<file path="src/rtl/cv32e40p_pkg.sv">
// Shared definitions for the cv32e40p fetch path.
//   FETCH_FIFO_DEPTH : default prefetch FIFO depth
//   fetch_entry_t    : one buffered fetch word, {addr, rdata}. The FIFO storage
//                      uses this same field order: addr in the upper bits and
//                      rdata in the lower bits.
package cv32e40p_pkg;

    localparam int FETCH_FIFO_DEPTH = 4;
    localparam int FETCH_ADDR_W     = 32;
    localparam int FETCH_DATA_W     = 32;

    typedef struct packed {
        logic [FETCH_ADDR_W-1:0] addr;
        logic [FETCH_DATA_W-1:0] rdata;
    } fetch_entry_t;

endpackage

</file>
<file path="src/rtl/cv32e40p_fetch_fifo_mem.sv">
// Register array that backs the fetch FIFO. There is one synchronous write
// port and one asynchronous read port. Storage has no reset because only
// entries marked valid by the FIFO count are ever observed.
//   clk   : clock
//   we    : write enable
//   waddr : write slot
//   wdata : entry written (including the parity bit when CV32E40P_FETCH_FIFO_PARITY_EN)
//   raddr : read slot
//   rdata : entry at raddr (combinational)
module cv32e40p_fetch_fifo_mem #(
    parameter int DEPTH = 4,
    parameter int WIDTH = 64
) (
    input  logic                     clk,
    input  logic                     we,
    input  logic [$clog2(DEPTH)-1:0] waddr,
    input  logic [WIDTH-1:0]         wdata,
    input  logic [$clog2(DEPTH)-1:0] raddr,
    output logic [WIDTH-1:0]         rdata
);

    logic [WIDTH-1:0] mem_q [DEPTH];

    always_ff @(posedge clk) begin
        if (we) mem_q[waddr] <= wdata;
    end

    assign rdata = mem_q[raddr];

endmodule

</file>
<file path="src/rtl/cv32e40p_fetch_fifo.sv">
// Prefetch FIFO between the instruction-memory response path and the IF-stage
// fetch FSM. The output is first-word-fall-through. A word pushed at one clock
// edge appears at the head after that edge; there is no bypass path.
// Optional feature: define CV32E40P_FETCH_FIFO_PARITY_EN to store an even-parity
// bit per entry and report a one-cycle par_err_o pulse when a corrupted entry
// is popped. When the macro is undefined, par_err_o is tied to 0.
//   clk, rst_n              : clock and synchronous active-low reset
//   flush_i                 : drop all contents (branch_req); takes priority over push and pop
//   in_valid_i/in_rdata_i/in_addr_i, in_ready_o : push side
//   out_valid_o/out_rdata_o/out_addr_o, out_ready_i : pop side (fetch_valid / fetch_ready)
//   cnt_o                   : occupancy, 0..DEPTH
//   par_err_o               : registered parity-error pulse
module cv32e40p_fetch_fifo
    import cv32e40p_pkg::*;
#(
    parameter int DEPTH  = FETCH_FIFO_DEPTH,
    parameter int DATA_W = FETCH_DATA_W,
    parameter int ADDR_W = FETCH_ADDR_W,
    parameter int CNT_W  = $clog2(DEPTH) + 1
) (
    input  logic              clk,
    input  logic              rst_n,
    input  logic              flush_i,
    input  logic              in_valid_i,
    input  logic [DATA_W-1:0] in_rdata_i,
    input  logic [ADDR_W-1:0] in_addr_i,
    output logic              in_ready_o,
    output logic              out_valid_o,
    output logic [DATA_W-1:0] out_rdata_o,
    output logic [ADDR_W-1:0] out_addr_o,
    input  logic              out_ready_i,
    output logic [CNT_W-1:0]  cnt_o,
    output logic              par_err_o
);

    localparam int PTR_W = $clog2(DEPTH);
    localparam int PAY_W = ADDR_W + DATA_W;
`ifdef CV32E40P_FETCH_FIFO_PARITY_EN
    localparam int ENTRY_W = PAY_W + 1;
`else
    localparam int ENTRY_W = PAY_W;
`endif

    logic [PTR_W-1:0]   wr_ptr_q, rd_ptr_q;
    logic [CNT_W-1:0]   count_q;
    logic               push, pop;
    logic [ENTRY_W-1:0] wdata, rdata;

    // in_ready_o depends only on count. A full FIFO refuses a push even in a
    // cycle where it also pops.
    assign in_ready_o  = (count_q != CNT_W'(DEPTH));
    assign out_valid_o = (count_q != '0) & ~flush_i;
    assign push        = in_valid_i & in_ready_o;
    assign pop         = out_valid_o & out_ready_i;   // out_valid_o already masks the pop during flush
    assign cnt_o       = count_q;

`ifdef CV32E40P_FETCH_FIFO_PARITY_EN
    assign wdata = {^{in_addr_i, in_rdata_i}, in_addr_i, in_rdata_i};
`else
    assign wdata = {in_addr_i, in_rdata_i};
`endif

    // A push accepted in the flush cycle is dropped, so it is never written.
    cv32e40p_fetch_fifo_mem #(
        .DEPTH (DEPTH),
        .WIDTH (ENTRY_W)
    ) u_mem (
        .clk   (clk),
        .we    (push & ~flush_i),
        .waddr (wr_ptr_q),
        .wdata (wdata),
        .raddr (rd_ptr_q),
        .rdata (rdata)
    );

    assign out_rdata_o = rdata[DATA_W-1:0];
    assign out_addr_o  = rdata[PAY_W-1:DATA_W];

    always_ff @(posedge clk) begin
        if (!rst_n) begin
            wr_ptr_q <= '0;
            rd_ptr_q <= '0;
            count_q  <= '0;
        end else if (flush_i) begin
            wr_ptr_q <= '0;
            rd_ptr_q <= '0;
            count_q  <= '0;
        end else begin
            if (push) wr_ptr_q <= wr_ptr_q + PTR_W'(1);
            if (pop)  rd_ptr_q <= rd_ptr_q + PTR_W'(1);
            case ({push, pop})
                2'b10:   count_q <= count_q + CNT_W'(1);
                2'b01:   count_q <= count_q - CNT_W'(1);
                default: count_q <= count_q;
            endcase
        end
    end

`ifdef CV32E40P_FETCH_FIFO_PARITY_EN
    logic par_err_q;

    // Flush does not mask this pulse. A pop cannot coincide with a flush,
    // so a flush never creates a new pulse.
    always_ff @(posedge clk) begin
        if (!rst_n) par_err_q <= 1'b0;
        else        par_err_q <= pop & (rdata[ENTRY_W-1] != ^rdata[PAY_W-1:0]);
    end

    assign par_err_o = par_err_q;
`else
    assign par_err_o = 1'b0;
`endif

    a_no_overflow: assert property (@(posedge clk) disable iff (!rst_n)
        !(push && count_q == CNT_W'(DEPTH)));
    a_no_underflow: assert property (@(posedge clk) disable iff (!rst_n)
        !(pop && count_q == '0));

endmodule

</file>
<file path="config.mk">
export PLATFORM = sky130hd
export DESIGN_NAME = cv32e40p_fetch_fifo
export DESIGN_NICKNAME = d
export VERILOG_FILES = /design/src/rtl/cv32e40p_pkg.sv /design/src/rtl/cv32e40p_fetch_fifo_mem.sv /design/src/rtl/cv32e40p_fetch_fifo.sv
export SDC_FILE = /design/constraint.sdc
export NUM_CORES = 1
export LEC_CHECK = 0
export ABC_AREA = 0
export CELL_PAD_IN_SITES_DETAIL_PLACEMENT = 1
export CELL_PAD_IN_SITES_GLOBAL_PLACEMENT = 1
export CORE_UTILIZATION = 43
export DETAILED_ROUTE_END_ITERATION = 7
export GPL_TIMING_DRIVEN = 0
export HOLD_SLACK_MARGIN = 0.06
export PLACE_DENSITY = 0.86
export SLEW_MARGIN = 20
export SYNTH_ARGS = -nofsm -noshare
export SYNTH_HDL_FRONTEND = slang
export SYNTH_HIERARCHICAL = 1
export SYNTH_SLANG_ARGS = --single-unit
</file>
<file path="constraint.sdc">
create_clock -name clk -period 7.15 [get_ports clk]
set_input_delay 1.43 -clock clk [delete_from_list [all_inputs] [get_ports clk]]
set_output_delay 1.43 -clock clk [all_outputs]
set_load 0.01 [all_outputs]
</file>
**Run 1: local utilization**

Drawn at 2 px/µm. 15 x 15 tiles, from black (low) to pale yellow (high), 0 to 100% covered.
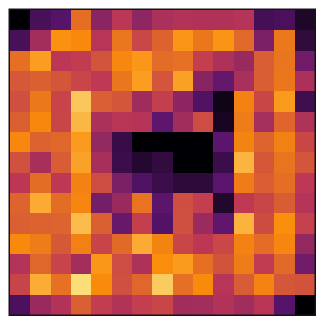
11% of the tiles are over 75% full. The emptiest ninth of the die: middle. 3.6% of the tiles are nearly empty. The mean over all tiles is 52%. The fullest tile reaches 93%.

**Run 1: clock distribution**

Drawn at 4 px/µm.
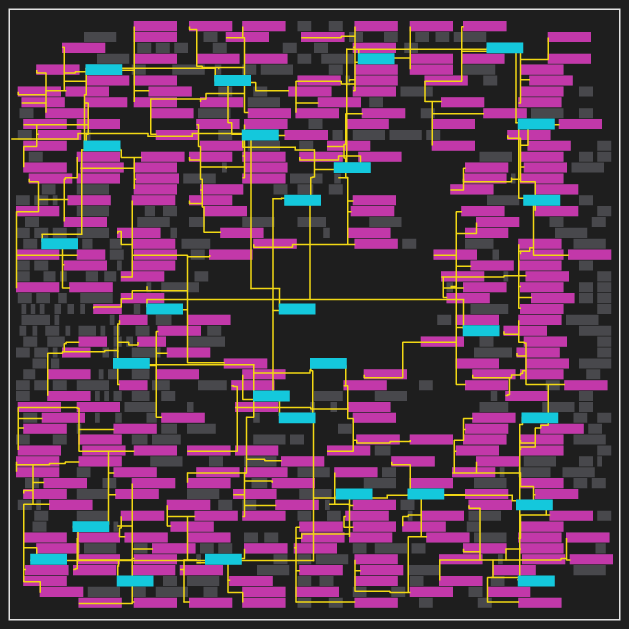
Key: yellow = clock wires [length 2950 µm]; magenta = flip-flops [count 263]; cyan = clock drivers [count 27]
There are 28 routed clock nets. Position of the flops: all over the die.

==> results.txt, run 1 <==
Status of the implementation.

- The number of hold-slack violations in the final timing report is 0, for reference.
- Yosys mapped a number of flops with a built-in enable equal to 256.
- The remaining antenna violation count is 0, for reference.
- The clock passes through at most 3 buffers.
- The final critical delay including setup and external delays is 4020 ps, for reference.
- The share of synthesized area in the top cell type comes to 0.792.
- The worst hold path belongs to the class flip-flop to flip-flop.
- The critical path is of the primary input to output port type.
- The total length of routed met3 wires is 1150 µm, for reference.
- The share of total power in sequential cells is 0.553, for reference.
- The global-route track usage on met3 is 0.0384, for reference.
- The launch point of the worst register-to-register path is recorded as cnt_o[1]$_SDFFE_PP0P_.
- The combined area of all synthesized cells is 9710 µm², for reference.
- The register-to-register setup slack is 4420 ps, for reference.
- The kind of end point of the critical path is an output port, for reference.
- In the post-route report, total wirelength is listed as 20100 µm.
- The placed wire-length estimate is 13100 µm, for reference.
- The insertion delay to the later sink of the worst-skew pair is 520 ps, for reference.
- In the global route stage, met1 resource usage came out at 0.211.
- The post-layout period usage of the worst path is 0.562, for reference.
- The core footprint is 22000 µm², for reference.
- The busiest metal layer after global routing is met2, for reference.
- Counting cells, the worst reg-to-reg path comes to 9.
- The checks that failed: DRC.
- For this run, the share of the core covered by cells in the final layout is 0.563.
- The highest-count logic cell in the final layout is edfxtp_1, for reference.
- Entering global routing, the biggest net connects 36 pins.
- The number of cells on the worst hold path is listed as 2.
- The internal power of the cells is 2.51 mW, for reference.
- In the layout the commonest cells are edfxtp_1 (256), clkdlybuf4s50_1 (137), mux4_2 (60).
- The largest driver fanout on the critical path is 4, for reference.
- The CTS root buffer is clkbuf_16, for reference.
- The height of the die is 152 µm, for reference.
- The wire length on met1 is 7900 µm, for reference.
- Once iteration 0 of detailed routing completed, the report listed 196 DRC markers.
- The OpenROAD report gives the critical path a data arrival time of 2590 ps.
- For this configuration, the core starts out at a cell density of 0.442.
- The synthesized netlist cell count is 383, for reference.
- The number of setup buffers added after CTS is 0.
- Per the timing report, the most critical flop-to-flop path finishes at u_mem/mem_q[0][29]$_DFFE_PP_.
- The synthesized design contains 263 register bits.
- Of the total power, combinational logic draws 0.055.
- After the flow finishes, the layout carries non-filler instances totaling 860.
- The number of library cell types mapped by synthesis is 27, for reference.
- The initial antenna violation count is 0, for reference.
- After global routing the overflow that remains totals 0.
- For this run, design rule violations remaining after detail routing come to 8.
- The number of global-route vias before repair is 5212, for reference.
- The share of post-route cells with drive strength above 1 is 0.212, for reference.
- The critical path ends at out_valid_o.
- The number of flip-flops in the largest register is 256, for reference.
- The buffer_ports step reported a buffer count of 137.
- Counting flops with an async set or reset pin after synthesis yields a share of 0.
- The final antenna diode tally reported by the flow is 0.
- The width of the die is 152 µm, for reference.
- The top-level I/O count is 139, for reference.
- At the end of routability-driven placement, the weighted congestion stood at 0.735.
- The registers of the reported paths see a clock transition of 60 ps.
- The detailed route wirelength on metal2 is 10800 µm, for reference.
- The post-synthesis net count is 454, for reference.
- The yosys-reported design area after synthesis is 9710 µm², for reference.
- The power report puts the net switching power at 615 µW.
- The final setup skew is 21.0 ps, for reference.
- The number of warning messages in the logs is 26, for reference.
- The met2 capacity usage during global routing is 0.328, for reference.
- CTS built an H-tree with a depth of 1.
- Looking at the max-slew report, the worst-margin pin has a slew of 603 ps.
- The placement row count is 54, for reference.
- The total placed cells including tap cells is 812, for reference.
- For reference, the top cells by area after synthesis are edfxtp_1 (79%), mux4_2 (14%), dfxtp_1 (1.4%), buf_12 (1.2%), mux4_1 (1.1%).
- TritonCTS created 27 clock buffers.
- The critical hold path startpoint is rd_ptr_q[1]$_SDFFE_PP0P_, for reference.
- The register with the most flip-flops is u_mem/mem_q, for reference.
- The highest layer touched by signal routing is met4.
- The share of total power consumed by net switching is 0.197, for reference.
- Warnings reported by Yosys during synthesis add up to 6.
- The total die area is 23200 µm², for reference.
- Setup repair after global routing left no endpoint under its margin.
- The global-route wire length before repair is 30700 µm, for reference.
- Hold timing on the final database bottoms out at a slack of 570 ps.
- Detailed routing inserted a total of 4539 vias.
- Total global-route track usage over all layers is 0.177.
- Per the final report, max-transition violations number 0.
- For this design the ratio of total power to cell area is 253 nW/µm².
- The count of endpoints failing setup in the final report is 0, for reference.
- The synthesized area per cell is 25.4 µm², for reference.
- The endpoint required time on the critical path is 5720 ps, for reference.
- The share of the Yosys chip area taken by registers is 0.806.
- The total of cells resized after clock tree synthesis is 0, for reference.
- The total cells reported by yosys after synthesis is 383, for reference.
- The run reported a max-capacitance violation count of 0.
- The worst supply voltage drop on vdd is 0.000216 V, for reference.
- The cell type that accounts for the most area after synthesis is edfxtp_1.
- The script logs the ratio of routed vias to standard cells as 5.28.
- The startpoint type of the worst setup path is a primary input, for reference.
- The analysis attributes to cell leakage a power of 3.89 nW.
- The number of hold buffers added after CTS was 0.
- The flow ran to the end, but the final reports show violations.
- In this run the layout overhead on the synthesized area is reported as 27.2%.
**Run 1: clock nets**

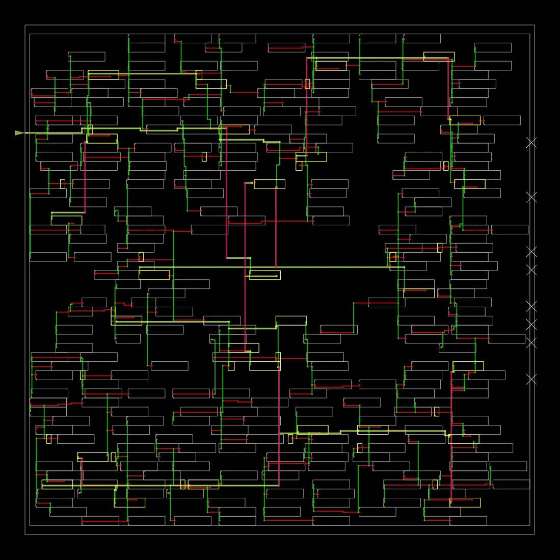
P_clk: 1.23 mW
Sinks on Clock Net: 263
# clk buffers: 36

**Run 1: M1 wires**

Drawn at 3 px/µm. Cells faint in the background.
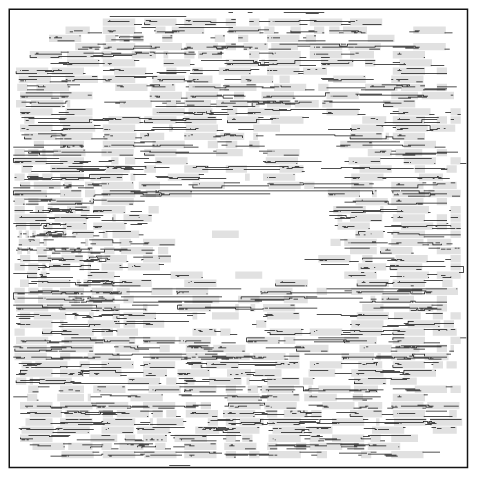
The layer holds 39% of the routed length. 576 nets have wire on it. The longest straight run is 71.3 µm.

run 1: power by group through the flow:
| stage | Combinational, mW | Sequential (mW) | Clock (mW) |
|---|---|---|---|
| after CTS | 0.173 | 1.73 | 1.26 |
| after floorplan | 0.0590 | 1.76 | 0 |
| after global routing | 0.181 | 1.73 | 1.31 |
| after detailed placement | 0.172 | 1.76 | 0 |
| after global placement | 0.157 | 1.76 | 0 |
| final | 0.170 | 1.73 | 1.23 |
run 1: critical path, cell delays in order:
cell             delay (ps)
clkdlybuf4s50_1         480
nor2_1                  140
clkdlybuf4s50_1         540
run 1: cell type report:
class | count | area, µm²
fillers | 1846 | 9600
flip-flops and latches | 263 | 7830
multi-input cells | 100 | 1710
repair buffers | 149 | 1520
clock buffers | 36 | 709
well taps | 280 | 350
plain buffers | 15 | 174
clock inverters | 12 | 50.0
inverters | 5 | 18.8
run 1: metrics by stage:
step | cell area (µm²) | setup slack (ps) | power [mW] | setup TNS (ps)
4_1_cts | 12400 | 3120 | 3.16 | 0
2_1_floorplan | 9710 | 231 | 1.82 | 0
3_5_place_dp | 11600 | 3140 | 1.93 | 0
5_1_grt | 12400 | 3080 | 3.22 | 0
6_report | 12400 | 3130 | 3.12 | 0
3_3_place_gp | 11400 | -3940 | 1.92 | -251560
run 1: cell families after synthesis:
| group | after synthesis | share of synthesized area |
|---|---|---|
| AND-OR/OR-AND | 9 | 0.00528 |
| flip-flops | 263 | 0.806 |
| AND/OR/NAND/NOR | 20 | 0.0115 |
| XOR/XNOR | 4 | 0.00361 |
| adder cells (fa/ha/maj) | 2 | 0.00335 |
| other | 1 | 0.000386 |
| buffers and inverters | 20 | 0.0198 |
| multiplexers | 64 | 0.150 |
**Run 1: placement by cell class**

Drawn at 2 px/µm. Fill, decap, tap and diode cells in grey.
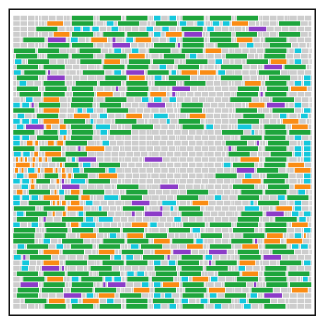

==> inputs of run 2 (changes only) <==
--- a/config.mk
+++ b/config.mk
@@ -8,11 +8,11 @@
 export ABC_AREA = 0
 export CELL_PAD_IN_SITES_DETAIL_PLACEMENT = 1
 export CELL_PAD_IN_SITES_GLOBAL_PLACEMENT = 1
-export CORE_UTILIZATION = 43
+export CORE_UTILIZATION = 47
 export DETAILED_ROUTE_END_ITERATION = 7
 export GPL_TIMING_DRIVEN = 0
 export HOLD_SLACK_MARGIN = 0.06
-export PLACE_DENSITY = 0.86
+export PLACE_DENSITY = 0.88
 export SLEW_MARGIN = 20
 export SYNTH_ARGS = -nofsm -noshare
 export SYNTH_HDL_FRONTEND = slang
==> constraint.sdc (replaced) <==
create_clock -name clk -period 4.1 [get_ports clk]
set_input_delay 0.82 -clock clk [delete_from_list [all_inputs] [get_ports clk]]
set_output_delay 0.82 -clock clk [all_outputs]
set_load 0.01 [all_outputs]
**Run 2: placement by cell class**

Drawn at 2 px/µm. Fill, decap, tap and diode cells in grey.
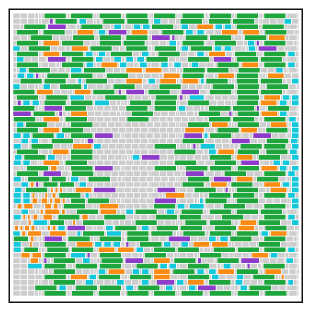
Key: purple = clock drivers and dummy loads [cells 49]; cyan = other buffers and delay cells [cells 160]; orange = combinational and other logic [cells 105]; green = flops [cells 263]

**Run 2: M1 wires**

Drawn at 3 px/µm. Cells faint in the background.
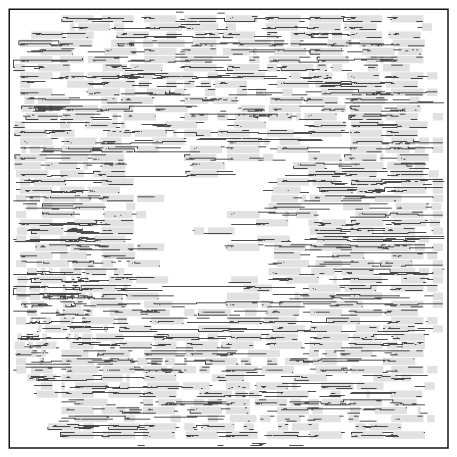
The wires run mostly horizontal. The layer carries 7640 µm of wire.

==> run 2 against run 1 <==
Net effect:
- the run now ends clean
- register-to-register slack got worse by 3000 ps
- non-clock buffer count fell by 4
- highest routed layer unchanged
- final cell count fell by 1.4%
- core utilization rose by 5.1 points
- clock power rose by 89%
- power rose by 80%
==> results.txt, run 2 <==
Status of the implementation.

- The top contributor to total power is sequential cells, for reference.
- The max-capacitance violation count is 0, for reference.
- The count of endpoints failing setup in the final report is 0, for reference.
- The critical setup path kind is flip-flop to output port, for reference.
- The wire length on met1 is 7640 µm, for reference.
- Looking at the max-slew report, the worst-margin pin has a slew of 815 ps.
- For reference, the critical path cell chain is buf_6 > buf_12 > mux4_2 > clkdlybuf4s50_1.
- In the final layout, the clock buffer count is 31.
- The total cells reported by yosys after synthesis is 383, for reference.
- The width of the die is 146 µm, for reference.
- The placed wire-length estimate is 12600 µm, for reference.
- The detailed router reports a met3 wire length of 928 µm.
- In this run, post-CTS hold repair placed 0 buffers.
- The tightest min-delay check is of the flip-flop to flip-flop type.
- The filler-free cell count of the finished design is 848, for reference.
- The worst VDD IR drop from the latest analysis is 0.000373 V.
- The number of flip-flops in the largest register is 256, for reference.
- The total of cells resized after clock tree synthesis is 0, for reference.
- After detailed routing, the met2 layer carries 10700 µm of wire.
- Of the synthesized area, sequential elements account for 0.806.
- Post-route period utilization is reported as 0.782.
- The number of library cell types mapped by synthesis is 27, for reference.
- The setup TNS is 0 ps, for reference.
- The global-route wire length before repair is 30100 µm, for reference.
- In this run the tightest slew margin relative to its limit is 0.456.
- The initial utilization of the core area, before any placement, comes to 0.480.
- Global routing finished with a remaining overflow of 0.
- After synthesis, the mean cell area works out to 25.4 µm².
- The floorplan report gives the top-level pin count as 139.
- The number of warning messages in the logs is 26, for reference.
- The flow ran to the end, and the final reports show no timing, DRC or antenna violations.
- The script computed the net switching share of total power as 0.190.
- Counting the inverters off the clock network in the layout gives 5.
- The die covers 21200 µm².
- Per the OpenROAD power report, switching power amounts to 1.07 mW.
- CTS placed an instance of clkbuf_16 at the clock tree root.
- Registers represent a cell area share of 0.631.
- The global-route track usage on met3 is 0.0392, for reference.
- The synthesized design contains 256 enable-type register cells.
- During placement, the flow inserted port buffers numbering 137.
- Tap insertion was completed with 270 tapcells.
- Setup repair after global routing left no endpoint under its margin.
- The reg-to-reg critical path endpoint is u_mem/mem_q[0][25]$_DFFE_PP_, for reference.
- Looking at the clock tree report, the H-tree level count equals 1.
- met2 is the most crowded layer.
- Nets still carrying antenna violations after routing amount to 0.
- The reg-to-reg critical path startpoint is cnt_o[0]$_SDFFE_PP0P_, for reference.
- Per the synth stats, the proportion of register bits with asynchronous set or reset is 0.
- The sequential cells in the finished layout cover a total of 7830 µm².
- The arrival time at the worst endpoint is 2390 ps, for reference.
- The filler cells instantiated in the layout total 1633.
- Along the worst path, the maximum fanout reaches 10.
- The number of signal-net buffers in the layout is 160, for reference.
- Per the final timing report, the hold violations number 0.
- Across all hold checks on the routed design, the worst slack comes to 537 ps.
- The combined area of all synthesized cells is 9710 µm², for reference.
- On met1, the global router reports a usage of 0.231.
- The most common logic cells in the final layout are edfxtp_1 (256), clkdlybuf4s50_1 (137), mux4_2 (60).
- STA classifies the critical path endpoint as an output port.
- The final setup skew is 8.10 ps, for reference.
- For the clock group, total power comes out at 2.32 mW.
- The largest stage delay on the critical path is 540 ps, for reference.
- The critical hold path startpoint is rd_ptr_q[1]$_SDFFE_PP0P_, for reference.
- The most area-hungry cell type in the Yosys netlist is edfxtp_1, for reference.
- The reported combinational group power is 293 µW, for reference.
- The post-synthesis net count is 454, for reference.
- 100 cells are multi-input combinational gates.
- Counting I/O delays and the setup requirement, the final critical path takes 3210 ps.
- The insertion delay to the later sink of the worst-skew pair is 520 ps, for reference.
- Leaving out buffers and inverters, the combinational logic in the layout accounts for 1710 µm².
- The initial antenna violation count is 1, for reference.
- In this run the register-to-register setup slack is 1380 ps.
- The share of total power in sequential cells is 0.535, for reference.
- The routed design has 19600 µm of wire.
- The number of global-route vias before repair is 5201.
- The number of synthesis warnings is 6, for reference.
- The total power divided by cell area is 453 nW/µm², for reference.
- The leading cell category by total area is flip-flops and latches, for reference.
- The global placer's final weighted congestion is 0.741, for reference.
- The top-area cell type share of the netlist area is 0.792, for reference.
- The report gives the cell count of the worst hold path as 2.
- The number of clock buffers inserted by TritonCTS is 27, for reference.
- After detailed routing, the number of remaining DRC violations is 0.
- For met2 alone, demand over resource in global routing was 0.349.
- The DRC violation total after the first TritonRoute iteration is 233, for reference.
- Signal nets in the final route climb as high as met4.
- The total placed cells including tap cells is 798, for reference.
- Per the OpenROAD power report, leakage power amounts to 3.92 nW.
- The slowest cell on the critical path is mux4_2, for reference.
- The clock net sink count is 263, for reference.
- The power report attributes to the combinational group a share of 0.052.
- The clock network contribution to total cell area is 0.0683, for reference.
- The core footprint is 20200 µm², for reference.
- The design has 263 sequential cells.
- More flip-flops sit in one register than any other, and that register is u_mem/mem_q.
- Sequential power for this build is 3.01 mW.
- The height of the die is 146 µm, for reference.
- The placement row count is 52, for reference.
- The synthesized netlist cell count is 383, for reference.
- The cell family contributing the most delay on the critical path is buffers and inverters.
- The share of post-route cells with drive strength above 1 is 0.215, for reference.
- The flip-flop and latch count after synthesis is 263, for reference.
- The depth of the worst register-to-register path is 8, for reference.
- The max-slew violation count is 0, for reference.
- The internal power of the cells is 4.55 mW, for reference.
- The detailed router placed 4522 vias in this run.
[run 2: cell counts after synthesis]
Identical to the previous run, type by type.
[run 2: worst max-delay path by stage]
stage                             start                            to  slack (ps)  cells past startpoint
6_report       rd_ptr_q[0]$_SDFFE_PP0P_               out_rdata_o[15]         890                      4
5_1_grt        rd_ptr_q[1]$_SDFFE_PP0P_               out_rdata_o[10]         790                      4
4_1_cts        rd_ptr_q[1]$_SDFFE_PP0P_               out_rdata_o[15]         820                      4
3_5_place_dp                 in_valid_i  u_mem/mem_q[0][25]$_DFFE_PP_         650                      7
3_3_place_gp                 in_valid_i  u_mem/mem_q[0][27]$_DFFE_PP_       -2300                      4
2_1_floorplan                in_valid_i   u_mem/mem_q[0][0]$_DFFE_PP_          90                      3
[run 2: stage by stage]
stage | area (µm²) | setup WS [ps] | utilization | power [mW]
floorplan | 9720 | 91.6 | - | 3.17
global placement | 11400 | -2300 | 0.565 | 3.34
detailed placement | 11600 | 652 | 0.571 | 3.36
CTS | 12400 | 822 | 0.613 | 5.70
global route | 12400 | 786 | 0.613 | 5.80
finish | 12400 | 893 | 0.614 | 5.62
[run 2: worst register-to-register path, cell delays in order (launching register included)]
cell and delay [ps]:
dfxtp_1 490, nor3b_2 120, inv_1 90, nand2_1 80
nor2_1 220, nor3b_4 740, buf_6 270, buf_6 180
buf_6 210
[run 2: cell families after synthesis]
group                      count (synthesis)  synth area share
AOI/OAI and AO/OA                          9           0.00528
xor gates and xnor gates                   4           0.00361
adders and majority gates                  2           0.00335
buffers and inverters                     20            0.0198
DFF                                      263             0.806
muxes                                     64             0.150
other                                      1          0.000386
and+or+nand+nor                           20            0.0115
**Run 2: clock nets**

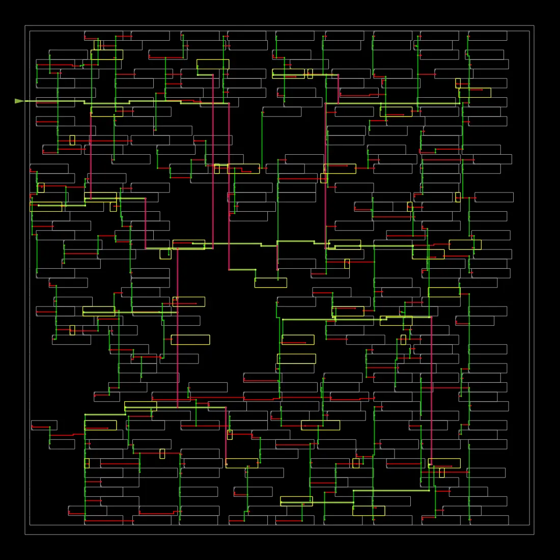

==> inputs of run 3 (changes only) <==
==> constraint.sdc (replaced) <==
create_clock -name clk -period 3.15 [get_ports clk]
set_input_delay 0.63 -clock clk [delete_from_list [all_inputs] [get_ports clk]]
set_output_delay 0.63 -clock clk [all_outputs]
set_load 0.01 [all_outputs]
**Run 3: clock nets**

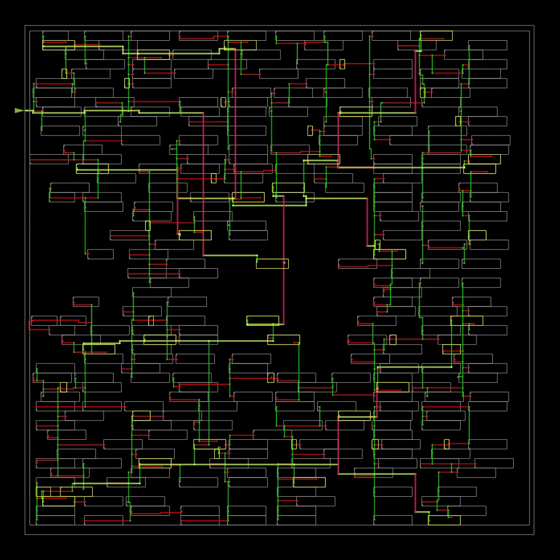
P_clk: 2.88 mW
Flops: 263
# clk buffers: 44

**Run 3: local utilization**

Drawn at 2 px/µm. 15 x 15 tiles, from black (low) to pale yellow (high), 0 to 100% covered.
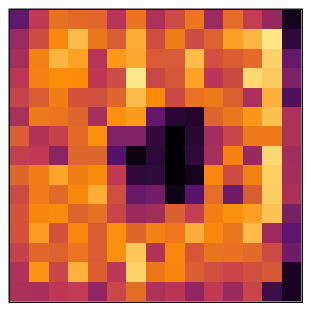
The mean over all tiles is 57%. 18% of the tiles are over 75% full. The emptiest ninth of the die: middle.

==> run 3 against run 2 <==
Net effect:
- synthesized cell count did not move
- combinational power rose by 31%
- largest power group unchanged
- critical endpoint is now out_addr_o[15]
- wire length fell by 1.1%
==> results.txt, run 3 <==
Status of the implementation.

- The kind of end point of the critical path is an output port, for reference.
- The number of global-route vias before repair is 5129, for reference.
- Looking at the clock tree report, the maximum root-to-sink buffer count equals 3.
- The count of endpoints failing setup in the final report is 0, for reference.
- The core footprint is 20200 µm², for reference.
- The detail route stage leaves a number of antenna-violating nets equal to 0.
- The launch point of the worst min-delay path is recorded as rd_ptr_q[1]$_SDFFE_PP0P_.
- Per the cell usage report, the commonest logic cell in the layout is edfxtp_1.
- The global-route wire length before repair is 29800 µm, for reference.
- The share of the Yosys chip area taken by registers is 0.806.
- After detailed routing, the total wire length is 19300 µm.
- Detailed placement reports a standard cell area of 11600 µm².
- The pre-CTS setup check shows a worst slack of 290 ps.
- The post-synthesis net count is 454, for reference.
- The tree is rooted in a clkbuf_16.
- The DRC violation total after the first TritonRoute iteration is 250, for reference.
- The number of warning messages in the logs is 27, for reference.
- The maximum number of pins on one net before global-route repair is 38, for reference.
- The critical path capture point is out_addr_o[15], for reference.
- The number of buffers added to fix hold violations after cts is 0, for reference.
- Looking at the post-CTS report, the setup buffer insertion count equals 0.
- The synthesized design contains 256 enable-type register cells.
- The final non-filler cell area is 12400 µm², for reference.
- In the layout the commonest cells are edfxtp_1 (256), clkdlybuf4s50_1 (137), mux4_2 (60).
- The final critical delay including setup and external delays is 3050 ps, for reference.
- From bottom edge to top edge, the die measures 146 µm.
- The script computed a power per unit cell area of 580 nW/µm².
- The number of library cell types mapped by synthesis is 27, for reference.
- The final max-slew violation count recorded for this run is 0.
- The number of clock buffers inserted by TritonCTS is 27, for reference.
- Hold is met by 565 ps.
- The finished layout holds 847 standard cells, fillers aside.
- Per the OpenROAD power report, leakage power amounts to 3.90 nW.
- The number of levels the H-tree was split into is 1, for reference.
- The placed wire-length estimate is 12700 µm, for reference.
- The switching portion of total power comes to 0.194.
- According to the Yosys statistics, the synthesized design has a chip area of 9710 µm².
- In the routed design, unresolved DRC markers number 0.
- The layout summary lists the proportion of cells stronger than drive strength 1 as 0.213.
- The critical setup path kind is flip-flop to output port, for reference.
- The slew of the pin with the lowest slew margin is 614 ps, for reference.
- The final critical-path setup slack is 102 ps, for reference.
- The width of the die is 146 µm, for reference.
- The register with the most flip-flops in the layout has 256 of them.
- The class of the most critical hold timing path is flip-flop to flip-flop, for reference.
- The worst setup path is launched from a flip-flop.
- For this run, the script counts the antenna cells in the layout as 0.
- Using the TritonRoute via totals, the vias-per-cell ratio works out to 5.32.
- Row generation in the floorplan step produced 52 rows.
- The switching power total is 1.39 mW, for reference.
- The combined area of all synthesized cells is 9710 µm², for reference.
- The synthesized netlist cell count is 383, for reference.
- Per the placement log, port buffering inserted 137 buffers.
- Dividing the final minimum period by the clock period gives 0.968.
- The initial antenna violation count came to 0.
- The flip-flop and latch count after synthesis is 263, for reference.
- The largest driver fanout on the critical path is 10, for reference.
- In the final report, the number of hold violations comes to 0.
- Across all checked pins, the minimum headroom to the slew limit is 0.591.
- The number of synthesis warnings is 6, for reference.
- At the end of routability-driven placement, the weighted congestion stood at 0.669.
- The worst supply voltage drop on vdd is 0.000720 V, for reference.
- The clock drives 263 sinks.
- For flop-to-flop paths, the worst setup slack is 730 ps.
- Of the total power, registers draw 0.546.
- For reference, the post-synthesis area per instance comes to 25.4 µm².
- In the final run the clock tree shows a worst skew of 16.0 ps.
- Of the post-synthesis cell area, the dominant cell type holds 0.792.
- The main area contributors are edfxtp_1 (79%), mux4_2 (14%), dfxtp_1 (1.4%), buf_12 (1.2%), mux4_1 (1.1%).
- The setup TNS is 0 ps, for reference.
- In the CTS report, the clock slew at the register clock pins of the worst setup and hold paths is listed as 60 ps.
- The max-capacitance violation count is 0, for reference.
- The total die area is 21200 µm², for reference.
- The power consumption is 7.18 mW, for reference.
- The run finished with clean final reports.
- The register with the most flip-flops is u_mem/mem_q, for reference.
- The internal power of the cells is 5.78 mW, for reference.
- The depth of the worst register-to-register path is 7, for reference.
- The critical path endpoint has a required time of 2520 ps.
- The most area-hungry cell type in the Yosys netlist is edfxtp_1, for reference.
- The layout overhead on the synthesized area is 27.5%, for reference.
- The total cells reported by yosys after synthesis is 383, for reference.
-- run 3: cell count changes in the layout (fill, tap and decap cells not counted) --
cell	change
clkinv_1	-9
inv_8	+1
buf_2	-3
clkinv_2	-1
inv_6	-1
clkbuf_1	+10
clkbuf_8	+3
diode_2	-1
buf_8	+2
buf_6	-2
clkbuf_4	+3
bufinv_16	-3
-- run 3: critical path, stage by stage (launching register included) --
cell and delay [ps]:
dfxtp_1 350, clkbuf_2 340, buf_2 350, mux4_2 370
clkdlybuf4s50_1 500
-- run 3: layout make-up --
type                    instances  area [µm²]
plain buffers                  15         181
clock buffers                  44         769
clock inverters                 5        31.3
fillers                      1669        7860
inverters                       5        18.8
multi-input cells             100        1710
flip-flops and latches        263        7830
well taps                     270         338
repair buffers                145        1500
-- run 3: routing by layer --
metal	track usage	wire, µm
met1	0.236	7830
met2	0.326	10000
met3	0.0426	1180
met4	0.0458	318
met5	0	0
-- run 3: kinds of logic (layout without fill, tap and decap cells) --
group / count (synthesis) / in the layout / share of synthesized area
buf+inv: 20 / 214 / 0.0198
fa+ha+maj: 2 / 2 / 0.00335
compound gates: 9 / 9 / 0.00528
xor+xnor: 4 / 4 / 0.00361
mux: 64 / 64 / 0.150
other cells: 1 / 1 / 0.000386
simple gates: 20 / 20 / 0.0115
flops: 263 / 263 / 0.806
-- run 3: power groups by stage --
stage / logic [mW] / registers, mW / clock network, mW
after detailed placement: 0.387 / 3.99 / 0
after global routing: 0.408 / 3.92 / 3.06
after CTS: 0.390 / 3.92 / 2.96
final: 0.383 / 3.92 / 2.88
after global placement: 0.356 / 3.99 / 0
after floorplan: 0.135 / 3.99 / 0
-- run 3: what timing repair did --
item | CTS | global route
setup endpoints to repair | 0 | 8
hold endpoints to repair | 0 | 0
gates resized | 0 | 3
No activity file was given, so power comes from the tool's default toggle rates.
